==> config.mk <==
export PLATFORM = sky130hd
export DESIGN_NAME = us_scheduler
export DESIGN_NICKNAME = d
export VERILOG_FILES = /design/src/rtl/us_scheduler.sv
export SDC_FILE = /design/constraint.sdc
export NUM_CORES = 1
export LEC_CHECK = 0
export CAP_MARGIN = 5
export CORE_UTILIZATION = 55
export DETAILED_ROUTE_END_ITERATION = 12
export PLACE_DENSITY = 0.78
export SLEW_MARGIN = 20
export SYNTH_ARGS = -nofsm -noshare
export SYNTH_HDL_FRONTEND = slang
export SYNTH_SLANG_ARGS = --single-unit
==> constraint.sdc <==
create_clock -name clk_50M -period 7 [get_ports clk_50M]
set_input_delay 1.4 -clock clk_50M [delete_from_list [all_inputs] [get_ports clk_50M]]
set_output_delay 1.4 -clock clk_50M [all_outputs]
set_load 0.05 [all_outputs]
==> src/rtl/us_scheduler.sv <==
// us_scheduler: round-robin trigger/echo timing for three ultrasonic rangers, echo width to mm by repeated subtract.
// Define US_MEDIAN_EN to publish the median of each sensor's last three raw results instead of the raw result.
module us_scheduler #(
    parameter int TRIG_CYCLES    = 500,
    parameter int TIMEOUT_CYCLES = 1_500_000,
    parameter int GAP_CYCLES     = 100_000,
    parameter int CYC_PER_MM     = 292,
    parameter int THRESH_MM      = 150
) (
    input  logic        clk_50M,
    input  logic        reset,
    input  logic        enable,
    input  logic [2:0]  echo,
    output logic [2:0]  trig,
    output logic [15:0] dist_left,
    output logic [15:0] dist_right,
    output logic [15:0] dist_front,
    output logic        op_left,
    output logic        op_right,
    output logic        op_front,
    output logic        meas_valid,
    output logic [1:0]  meas_idx,
    output logic        timeout
);
    localparam int MAX_TG = TIMEOUT_CYCLES > GAP_CYCLES ? TIMEOUT_CYCLES : GAP_CYCLES;
    localparam int MAXC   = MAX_TG > TRIG_CYCLES ? MAX_TG : TRIG_CYCLES;
    localparam int CW     = $clog2(MAXC + 1);
    localparam int SW     = $clog2(CYC_PER_MM + 1);

    typedef enum logic [2:0] {IDLE, TRIG, WAIT_RISE, MEASURE, GAP} state_t;

    state_t        r_state;
    logic [1:0]    r_idx;
    logic [CW-1:0] r_cnt;
    logic [SW-1:0] r_sub;
    logic [15:0]   r_mm;
    logic [2:0]    r_trig;
    logic [2:0]    r_sync1, r_sync2, r_sync3;
    logic [15:0]   r_dist [3];
    logic [2:0]    r_op;
    logic          r_valid, r_timeout;
    logic [1:0]    r_midx;

    logic          w_rise, w_fall, w_tmo, w_sub_wrap, w_done_ok, w_done_to, w_wr;
    logic [15:0]   w_mm_next, w_res;
    logic          w_pub_wr, w_pub_to;
    logic [1:0]    w_pub_idx;
    logic [15:0]   w_pub_val;

    // Only the selected sensor's synchronized echo is ever looked at.
    always_comb begin
        w_rise     = r_sync2[r_idx] & ~r_sync3[r_idx];
        w_fall     = ~r_sync2[r_idx] & r_sync3[r_idx];
        w_tmo      = r_cnt == CW'(TIMEOUT_CYCLES - 1);
        w_sub_wrap = r_sub == SW'(CYC_PER_MM - 1);
        w_mm_next  = (w_sub_wrap && r_mm != 16'hFFFE) ? r_mm + 16'd1 : r_mm;
        w_done_ok  = r_state == MEASURE && w_fall;
        w_done_to  = w_tmo && (r_state == WAIT_RISE || (r_state == MEASURE && !w_fall));
        w_wr       = w_done_ok | w_done_to;
        w_res      = w_done_ok ? w_mm_next : 16'hFFFF;
    end

    always_ff @(posedge clk_50M or posedge reset) begin
        if (reset) begin
            r_state <= IDLE;
            r_idx   <= 2'd0;
            r_cnt   <= '0;
            r_sub   <= '0;
            r_mm    <= 16'd0;
            r_trig  <= 3'b000;
            r_sync1 <= 3'b000;
            r_sync2 <= 3'b000;
            r_sync3 <= 3'b000;
        end else begin
            r_sync1 <= echo;
            r_sync2 <= r_sync1;
            r_sync3 <= r_sync2;
            case (r_state)
                IDLE: if (enable) begin
                    r_state <= TRIG;
                    r_cnt   <= '0;
                end
                TRIG: if (r_cnt == CW'(TRIG_CYCLES)) begin
                    r_trig  <= 3'b000;
                    r_state <= WAIT_RISE;
                    r_cnt   <= '0;
                end else begin
                    r_trig <= 3'b001 << r_idx;
                    r_cnt  <= r_cnt + CW'(1);
                end
                WAIT_RISE: if (w_done_to) begin
                    r_state <= GAP;
                    r_cnt   <= '0;
                end else begin
                    r_cnt <= r_cnt + CW'(1);
                    if (w_rise) begin
                        r_state <= MEASURE;
                        r_mm    <= 16'd0;
                        r_sub   <= '0;
                    end
                end
                // The fall cycle itself is counted: w_res already includes it.
                MEASURE: if (w_wr) begin
                    r_state <= GAP;
                    r_cnt   <= '0;
                end else begin
                    r_cnt <= r_cnt + CW'(1);
                    r_sub <= w_sub_wrap ? '0 : r_sub + SW'(1);
                    r_mm  <= w_mm_next;
                end
                GAP: if (r_cnt == CW'(GAP_CYCLES - 1)) begin
                    r_idx   <= r_idx == 2'd2 ? 2'd0 : r_idx + 2'd1;
                    r_state <= enable ? TRIG : IDLE;
                    r_cnt   <= '0;
                end else begin
                    r_cnt <= r_cnt + CW'(1);
                end
                default: r_state <= IDLE;
            endcase
        end
    end

`ifdef US_MEDIAN_EN
    logic        r_pend, r_pto;
    logic [1:0]  r_pidx;
    logic [15:0] r_pval;
    logic [15:0] r_h0 [3];
    logic [15:0] r_h1 [3];
    logic [15:0] w_lo, w_hi;

    always_ff @(posedge clk_50M or posedge reset) begin
        if (reset) begin
            r_pend <= 1'b0;
            r_pto  <= 1'b0;
            r_pidx <= 2'd0;
            r_pval <= 16'hFFFF;
            for (int i = 0; i < 3; i++) begin
                r_h0[i] <= 16'hFFFF;
                r_h1[i] <= 16'hFFFF;
            end
        end else begin
            r_pend <= w_wr;
            r_pto  <= w_done_to;
            r_pidx <= r_idx;
            r_pval <= w_res;
            if (r_pend) begin
                r_h0[r_pidx] <= r_pval;
                r_h1[r_pidx] <= r_h0[r_pidx];
            end
        end
    end

    always_comb begin
        w_lo      = r_h0[r_pidx] < r_h1[r_pidx] ? r_h0[r_pidx] : r_h1[r_pidx];
        w_hi      = r_h0[r_pidx] < r_h1[r_pidx] ? r_h1[r_pidx] : r_h0[r_pidx];
        w_pub_val = r_pval < w_lo ? w_lo : (r_pval > w_hi ? w_hi : r_pval);
    end

    assign w_pub_wr  = r_pend;
    assign w_pub_to  = r_pto;
    assign w_pub_idx = r_pidx;
`else
    assign w_pub_wr  = w_wr;
    assign w_pub_to  = w_done_to;
    assign w_pub_idx = r_idx;
    assign w_pub_val = w_res;
`endif

    always_ff @(posedge clk_50M or posedge reset) begin
        if (reset) begin
            for (int i = 0; i < 3; i++) r_dist[i] <= 16'hFFFF;
            r_op      <= 3'b000;
            r_valid   <= 1'b0;
            r_timeout <= 1'b0;
            r_midx    <= 2'd0;
        end else begin
            r_valid   <= w_pub_wr;
            r_timeout <= w_pub_wr & w_pub_to;
            if (w_pub_wr) begin
                r_dist[w_pub_idx] <= w_pub_val;
                r_op[w_pub_idx]   <= w_pub_val != 16'hFFFF && w_pub_val < 16'(THRESH_MM);
                r_midx            <= w_pub_idx;
            end
        end
    end

    assign trig       = r_trig;
    assign dist_left  = r_dist[0];
    assign dist_right = r_dist[1];
    assign dist_front = r_dist[2];
    assign op_left    = r_op[0];
    assign op_right   = r_op[1];
    assign op_front   = r_op[2];
    assign meas_valid = r_valid;
    assign meas_idx   = r_midx;
    assign timeout    = r_timeout;
endmodule

==> Slide: Implementation Results <==
Flow Results at a Glance

Global route
  • Antenna violations before repair: 0
  • Met2 Usage GRT: 46.4%
  • M1 GR Usage: 37.6%
  • Vias in the first global route: 5017
  • GRT overflow: 0
  • Largest net degree at the start of global routing: 66

Power
  • Clk pwr share: 56.7%
  • Max IR drop VDD: 0.156 mV
  • NetSw: 344 uW
  • P_int: 1.29 mW
  • Sw frac: 21.1%

Layout
  • Most frequent logic cell in the layout: dfrtp_1
  • Most frequent logic cells in the routed design: dfrtp_1 (70), clkdlybuf4s50_1 (63), nor2_1 (56), nand2_1 (52), dfstp_2 (48)

Job
  • Max-Cap Viols: 0
  • OpenROAD warning count: 28

Logic synthesis
  • XOR-XNOR Cells, Area Fraction: 1.87%
  • Mux cell area share: 2.38%
  • Synth area leader: dfrtp_1

Final timing
  • Max-slew violation count: 0
  • Min Hold Slack: 0.353 ns
  • Layout Skew: 0.0112 ns
  • Part of the cycle the worst path needs: 47.0%
  • Tightest Pin Transition: 1.02 ns
  • Max_slew headroom: 32.1%
  • Minimum clock period: 3.29 ns

Worst setup path
  • Flop2flop setup slack: 3.86 ns
  • CP Cell Sequence: clkdlybuf4s50_1
  • Critical path data arrival time: 1.89 ns

Status
  • Outcome: completed

CTS
  • Post-CTS setup buffer count: 0
  • H-Tree Depth: 4
  • Num CTS Buffers: 17
  • Clock Tree Root: clkbuf_8
  • Clk buf depth: 2
  • CTS tree: built

Drt
  • Met1 wire length: 6680 um
  • Max layer used: met4

Hold path
  • Hold path startpoint: r_sync1[0]$_DFF_PP0_
  • Worst Hold Class: register to register
  • Hold depth: 0

Floorplanning
  • Row count: 38
  • Top Ports: 64

Placed design
  • DP Cell Count: 803
==> registers in the layout, indices dropped and copies added, names as in the netlist <==
| register | flops |
|---|---|
| r_idx | 2 |
| dist_right | 16 |
| dist_left | 16 |
| r_state | 3 |
| meas_valid | 1 |
| r_sync2 | 3 |
| r_cnt | 21 |
| r_mm | 16 |
| r_sub | 9 |
| r_sync3 | 3 |
| trig | 3 |
| r_op | 3 |
| dist_front | 16 |
| meas_idx | 2 |
| timeout | 1 |
| r_sync1 | 3 |
==> power groups by stage <==
stage	clock (mW)	sequential [mW]	combinational, mW
floorplan	0	0.698	0.0136
global placement	0	0.698	0.0205
detailed placement	0	0.699	0.0211
CTS	0.930	0.688	0.0211
global route	0.963	0.688	0.0238
finish	0.926	0.688	0.0204
==> stage by stage <==
step                      util, %  area (um^2)  power (mW)
after detailed placement     62.5         6750       0.720
final                        68.4         7390        1.63
after global routing         68.4         7390        1.67
after floorplan                 -         6090       0.712
after CTS                    68.4         7390        1.64
after global placement       62.5         6750       0.719
==> final cells by class <==
cell class	count	area, um^2	share of cell area, %
clock inverter	11	158	2.13
clock buffer	21	482	6.52
inverter	26	100	1.36
tap	140	175	2.37
timing repair buffer	67	661	8.94
multi-input combinational	452	2800	37.9
sequential	118	3010	40.8
==> how the worst max path moves through the flow <==
stage | endpoint | cells past startpoint
2_1_floorplan | meas_idx[0]$_DFFE_PP0P_ | 1
3_3_place_gp | r_mm[0]$_DFFE_PP0P_ | 3
3_5_place_dp | r_mm[0]$_DFFE_PP0P_ | 3
4_1_cts | dist_left[3] | 1
5_1_grt | r_op[2]$_DFFE_PP0P_ | 7
6_report | dist_front[7] | 1
Figure 1. Routed metal, one colour a layer.
Drawn at 3 px/um. Two of the layers only.
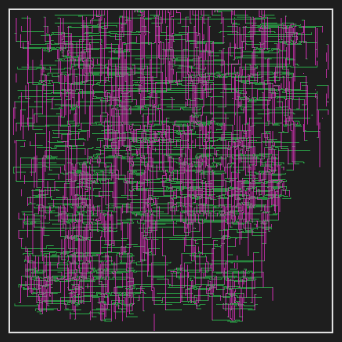
Key: green = metal 1 [wire length 6680 um]; magenta = metal 2 [wire length 7610 um]
vias: 5191
DR WL/cell: 18.5 um
final wirelength: 15400 um
Total GRT Usage: 28.5%

Figure 2. I/O pins on the die edge.
Drawn at 4 px/um. Pins as bars across the die edge, other pins in grey.
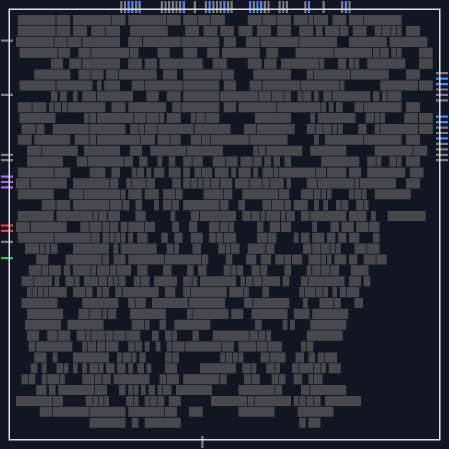
Key: green = enable [pins 1, direction input, edge west]; blue = dist_front [pins 16, direction output, edge 11 north, 5 east]; red = meas_idx [pins 2, direction output, edge west]; purple = echo [pins 3, direction input, edge west]
All pins by edge: 37 north, 15 east, 11 west, 1 south.
Die Span X: 107 um
die height: 107 um
PortBufs: 63

Figure 3. Placed standard cells.
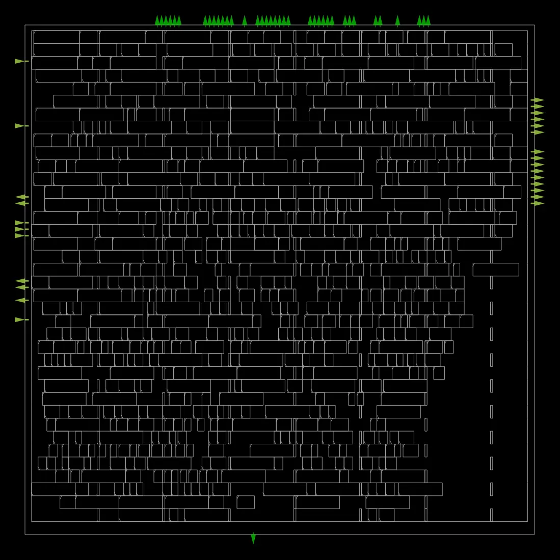
Finished Layout Cells: 835
fill count: 820
Final Util: 68.4%
sequential cell area share: 40.8%
core box area: 10800 um^2

Figure 4. Layout detail.
Window x 34 to 74, y 34 to 74 um. Cells in grey, sequential cells in the stronger grey; small squares are vias.
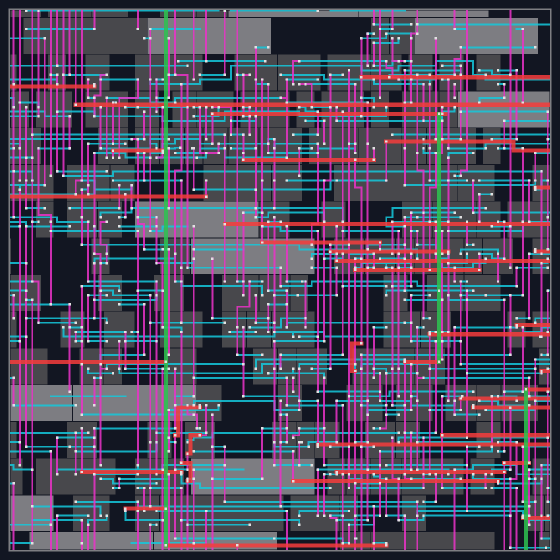
Key: magenta = metal 2; green = metal 4; cyan = metal 1; red = metal 3
Netlist names of flops here include r_mm (8). Sequential cells in the window: 10. Most frequent: nand2_1 (13), o21ai_0 (13), nand3_1 (12). 136 logic cells have their middle in the window.

Power and IR drop assume default switching activity.
